--- config.mk ---
export PLATFORM = sky130hd
export DESIGN_NAME = vsc8541_smi_seq
export DESIGN_NICKNAME = d
export VERILOG_FILES = /design/src/rtl/vsc8541_smi_pkg.sv /design/src/rtl/vsc8541_smi_init_rom.sv /design/src/rtl/vsc8541_smi_seq.sv
export SDC_FILE = /design/constraint.sdc
export NUM_CORES = 1
export LEC_CHECK = 0
export CORE_MARGIN = 1.5
export CORE_UTILIZATION = 40
export DETAILED_ROUTE_END_ITERATION = 7
export HOLD_SLACK_MARGIN = 0.05
export PLACE_DENSITY = 0.69
export SYNTH_ARGS = -nofsm -noshare
export SYNTH_HDL_FRONTEND = slang
export SYNTH_SLANG_ARGS = --single-unit
export TNS_END_PERCENT = 1
--- constraint.sdc ---
create_clock -name clk -period 2.3 [get_ports clk]
set_input_delay 0.23 -clock clk [delete_from_list [all_inputs] [get_ports clk]]
set_output_delay 0.23 -clock clk [all_outputs]
set_load 0.05 [all_outputs]
--- src/rtl/vsc8541_smi_pkg.sv ---
// vsc8541_smi_pkg: shared types and constants for the VSC8541 SMI sequencer
package vsc8541_smi_pkg;
  typedef enum logic [1:0] {ST_INIT, ST_IDLE, ST_ISSUE, ST_WAIT} state_t;
  typedef enum logic [1:0] {SRC_INIT, SRC_POLL, SRC_HOST} src_t;
  typedef struct packed {
    logic [4:0]  reg_addr;
    logic [15:0] data;
  } init_entry_t;
  localparam logic [4:0] BMSR_ADDR = 5'h01;
  localparam int LINK_BIT = 2;
endpackage

--- src/rtl/vsc8541_smi_init_rom.sv ---
// vsc8541_smi_init_rom: combinational PHY init table (idx -> {reg_addr, data}), unused slots read as zero
module vsc8541_smi_init_rom
  import vsc8541_smi_pkg::*;
(
  input  logic [3:0]  idx,
  output init_entry_t entry
);
  always_comb
    entry = idx == 4'd0 ? {5'h00, 16'h8000} :
            idx == 4'd1 ? {5'h1f, 16'h0000} :
            idx == 4'd2 ? {5'h17, 16'h0000} :
            idx == 4'd3 ? {5'h00, 16'h1140} : '0;
endmodule

--- src/rtl/vsc8541_smi_seq.sv ---
// vsc8541_smi_seq: MDIO transaction sequencer - init table writes, periodic BMSR polling, host register access
// clk/i_reset_n: clock, async active-low reset; i_mdc: MDC level used for frame timing
// o_en/o_mode/o_phy_addr/o_reg_addr/o_data: transaction request to MDIO engine; i_dv/i_rdata: engine read result
// i_req*/o_req_done/o_req_rdata: host access handshake; o_init_done/o_link_up/o_err: status
module vsc8541_smi_seq
  import vsc8541_smi_pkg::*;
#(
  parameter logic [4:0] PHY_ADDR    = 5'h05,
  parameter int         N_INIT      = 4,
  parameter int         FRAME_MDC   = 64,
  parameter int         TIMEOUT_MDC = 80,
  parameter int         POLL_MDC    = 1000
) (
  input  logic        clk,
  input  logic        i_reset_n,
  input  logic        i_mdc,
  output logic        o_en,
  output logic        o_mode,
  output logic [4:0]  o_phy_addr,
  output logic [4:0]  o_reg_addr,
  output logic [15:0] o_data,
  input  logic        i_dv,
  input  logic [15:0] i_rdata,
  input  logic        i_req,
  input  logic        i_req_wr,
  input  logic [4:0]  i_req_reg,
  input  logic [15:0] i_req_wdata,
  output logic        o_req_done,
  output logic [15:0] o_req_rdata,
  output logic        o_init_done,
  output logic        o_link_up,
  output logic        o_err
);
  localparam logic [15:0] FRAME_LAST = 16'(FRAME_MDC - 1);
  localparam logic [15:0] TO_LAST    = 16'(TIMEOUT_MDC - 1);
  localparam logic [15:0] POLL_END   = 16'(POLL_MDC);
  localparam logic [4:0]  INIT_LAST  = 5'(N_INIT - 1);
  state_t      state, state_d;
  src_t        src, src_d;
  init_entry_t entry;
  logic [4:0]  idx, idx_d, reg_d;
  logic [15:0] wcnt, wcnt_d, pcnt, pcnt_d, data_d, rdata_d;
  logic        mdc_q, mdc_rise, in_wait, wr_end, rd_dv, rd_to;
  logic        mode_d, done_d, init_d, link_d, err_d;
  vsc8541_smi_init_rom u_rom (.idx(idx[3:0]), .entry(entry));
  assign mdc_rise   = i_mdc & ~mdc_q;
  assign o_en       = state == ST_ISSUE;
  assign o_phy_addr = PHY_ADDR;
  assign in_wait    = state == ST_WAIT;
  assign wr_end     = in_wait & o_mode & mdc_rise & (wcnt == FRAME_LAST);
  assign rd_dv      = in_wait & ~o_mode & i_dv;
  assign rd_to      = in_wait & ~o_mode & ~i_dv & mdc_rise & (wcnt == TO_LAST);
  always_ff @(posedge clk or negedge i_reset_n)
    if (!i_reset_n) begin
      state       <= ST_INIT;
      src         <= SRC_INIT;
      idx         <= '0;
      mdc_q       <= 1'b0;
      wcnt        <= '0;
      pcnt        <= '0;
      o_mode      <= 1'b0;
      o_reg_addr  <= '0;
      o_data      <= '0;
      o_req_done  <= 1'b0;
      o_req_rdata <= '0;
      o_init_done <= 1'b0;
      o_link_up   <= 1'b0;
      o_err       <= 1'b0;
    end else begin
      state       <= state_d;
      src         <= src_d;
      idx         <= idx_d;
      mdc_q       <= i_mdc;
      wcnt        <= wcnt_d;
      pcnt        <= pcnt_d;
      o_mode      <= mode_d;
      o_reg_addr  <= reg_d;
      o_data      <= data_d;
      o_req_done  <= done_d;
      o_req_rdata <= rdata_d;
      o_init_done <= init_d;
      o_link_up   <= link_d;
      o_err       <= err_d;
    end
  always_comb begin
    state_d = state;
    src_d   = src;
    idx_d   = idx;
    wcnt_d  = wcnt;
    pcnt_d  = pcnt;
    mode_d  = o_mode;
    reg_d   = o_reg_addr;
    data_d  = o_data;
    done_d  = 1'b0;
    rdata_d = o_req_rdata;
    init_d  = o_init_done;
    link_d  = o_link_up;
    err_d   = o_err;
    unique case (state)
      ST_INIT: begin
        src_d   = SRC_INIT;
        mode_d  = 1'b1;
        reg_d   = entry.reg_addr;
        data_d  = entry.data;
        state_d = ST_ISSUE;
      end
      ST_IDLE: begin
        if (mdc_rise && pcnt != POLL_END) pcnt_d = pcnt + 16'd1;
        // o_req_done still high means the host has not yet dropped the request it just got answered
        if (i_req && !o_req_done) begin
          src_d   = SRC_HOST;
          mode_d  = i_req_wr;
          reg_d   = i_req_reg;
          data_d  = i_req_wdata;
          state_d = ST_ISSUE;
        end else if (pcnt == POLL_END) begin
          src_d   = SRC_POLL;
          mode_d  = 1'b0;
          reg_d   = BMSR_ADDR;
          data_d  = '0;
          pcnt_d  = '0;
          state_d = ST_ISSUE;
        end
      end
      ST_ISSUE: begin
        wcnt_d  = '0;
        state_d = ST_WAIT;
      end
      ST_WAIT: begin
        if (mdc_rise) wcnt_d = wcnt + 16'd1;
        if (wr_end || rd_dv || rd_to) begin
          state_d = ST_IDLE;
          if (src == SRC_INIT) begin
            if (idx == INIT_LAST) init_d = 1'b1;
            else begin
              idx_d   = idx + 5'd1;
              state_d = ST_INIT;
            end
          end
          if (src == SRC_POLL) link_d = rd_dv & i_rdata[LINK_BIT];
          if (src == SRC_HOST) begin
            done_d  = 1'b1;
            rdata_d = rd_dv ? i_rdata : '0;
          end
          if (rd_to) err_d = 1'b1;
        end
      end
    endcase
  end
endmodule

Metal layers overlaid:
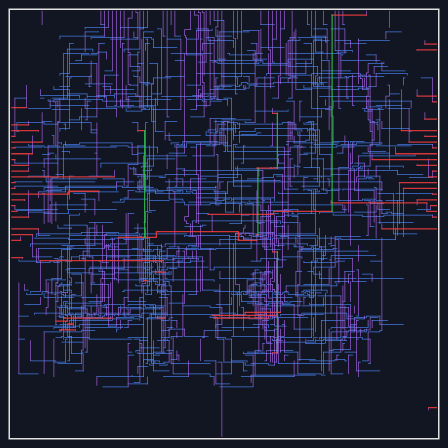
layer	color	wire length
metal 1	blue	4100 um
metal 4	green	124 um
metal 2	purple	3830 um
metal 3	red	409 um

Where the registers sit:
Other sequential cells in the stronger gray, the rest of the logic in the fainter gray.
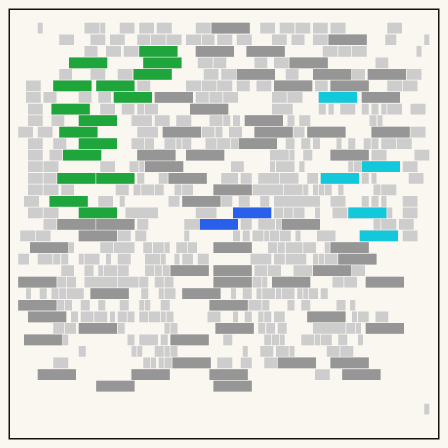
netlist name	color	flops
o_req_rdata	green	16
o_reg_addr	cyan	5
state	blue	2

-- worst max-delay path, delay by kind of cell, from the launching register on --
kind	cells	cell delay (ps)
AND-OR/OR-AND	2	420
flip-flops	1	420
AND/OR/NAND/NOR	3	1260
-- timing repair --
action                                  CTS  global route
resized                                   0             1
hold endpoints to repair                 42             0
endpoints found under the setup margin    0            15
setup buffers                             0             0
hold buffers                              1             0
-- power by group through the flow --
stage	Clock [mW]	Sequential, mW	Combinational, mW
6_report	1.07	2.20	2.77
5_1_grt	1.16	2.26	2.95
4_1_cts	1.10	2.20	2.80
3_5_place_dp	0	2.22	2.79
3_3_place_gp	0	2.22	2.75
2_1_floorplan	0	3.16	0.872
==> out/summary.txt <==
bufs w/o clock - 99
Clock Power Share - 17.8%
cell type taking the most area - registers
sequential share of power - 36.4%
Critical Path Start Type - flop
number of fill cells - 812
buffer share of cell area - 19.1%
max-slew violations - 0
Synth Cell Area - 0.00383 sq mm
Final nets - 497
num sequential - 84
die span in x - 101 um
H-Tree Depth - 3
WL per Instance - 14.6 um
Yosys top cell by instances - dfrtp_1
R2R setup slack - 90 ps
dpl ws - 39.2 ps
max_cap viols - 0
dominant logic cell types in the final layout - dfrtp_1, clkdlybuf4s50_1, nand2_1
Final period util - 96.2%
outcome - finished clean
Final ANT Viol Nets - 0
adder share - 2.29%
EDFF count, synth - 0
setup_tns - 0 ps
Via Count - 2993
PD cells - 1190 mW/mm^2
max incr delay on CP - 560 ps
CP cell instances - or4_4, nor4_4, a31oi_4, or2_2, a22o_1
clock-cell share of area - 3.90%
final hold vios - 0
mux share - 1.11%
simple-gate area share of the yosys netlist - 18.6%
mi-comb count - 246
DRC viols - 0
Worst-Margin Slew - 576 ps
vias in the first global route - 2943
Tap Cells - 129
clkbuf count - 9
footprint of the multi-input gates - 0.00161 sq mm
total CTS buffers - 9
worst hold path type - input pin to asynchronous set/reset pin
reg2reg end - o_req_rdata[9]
Final WS setup - 88.5 ps
initial DRC count - 119
Dominant Register Cell - dfrtp_1
yosys stat area - 0.00383 sq mm
largest net degree at the start of global routing - 45
crit path DAT - 2440 ps
Inverters - 7
metal3 WL - 408 um
Internal - 3.43 mW
Gate power share - 45.9%
Synth area leaders - dfrtp_1, a22o_1, o21ai_0, nand2_1, xnor2_1
dpl cell area - 0.00486 sq mm
grt ovf - 0
DPL Wire Length - 6010 um
Seq share, synth - 54.9%
utilization after layout - 54.8%
Sw Ratio - 43.4%
ant diodes - 0
area grow syn2layout - 32.2%
Netlist cell types - 52
hold_ws - 386 ps
CTS tree - yes
most frequent logic cell in the layout - dfrtp_1
global routing usage on met2 - 26.6%
reg2reg path depth - 5
PortBufs - 85
tool warning count - 30
ao+oa area frac - 15.2%
Setup Viol. Count Final - 0
Max Root-Sink Buffers - 2
skew final - 15.1 ps
Final Critical Period - 2210 ps
gpl congestion - 0.817
M1 WL - 4100 um
fp_density - 41.4%
Late-Pin Clk Latency - 350 ps
Power, Total - 6.05 mW
GR Util met1 - 24.9%
first-pass iteration count of the detailed router - 4
total wire length - 8460 um
multi-input combinational area share - 31.8%
Sw Pwr - 2.62 mW
Via density - 5.15
DIE HEIGHT - 101 um
routed wl met2 - 3830 um
CP max FO - 17
RSZ-0062 raised after global routing - no
maximum clock rate - 452 MHz
Clock transition at path regs - 100 ps
Worst R2R Start - wcnt[12]
met3 global-route usage - 3.12%
Synth logic family - simple AND/OR/NAND/NOR gates
Gate Count Post-Synth - 352
chip area - 0.0102 sq mm
IO Count - 91
FFs w/ async S/R, synth - 100%
synth warn - 0
post-synthesis cell count from yosys - 352
GRT Max-Usage Layer - met2
yosys xor share - 4.34%
Max-area cell share - 54.9%
Power and IR drop assume default switching activity.
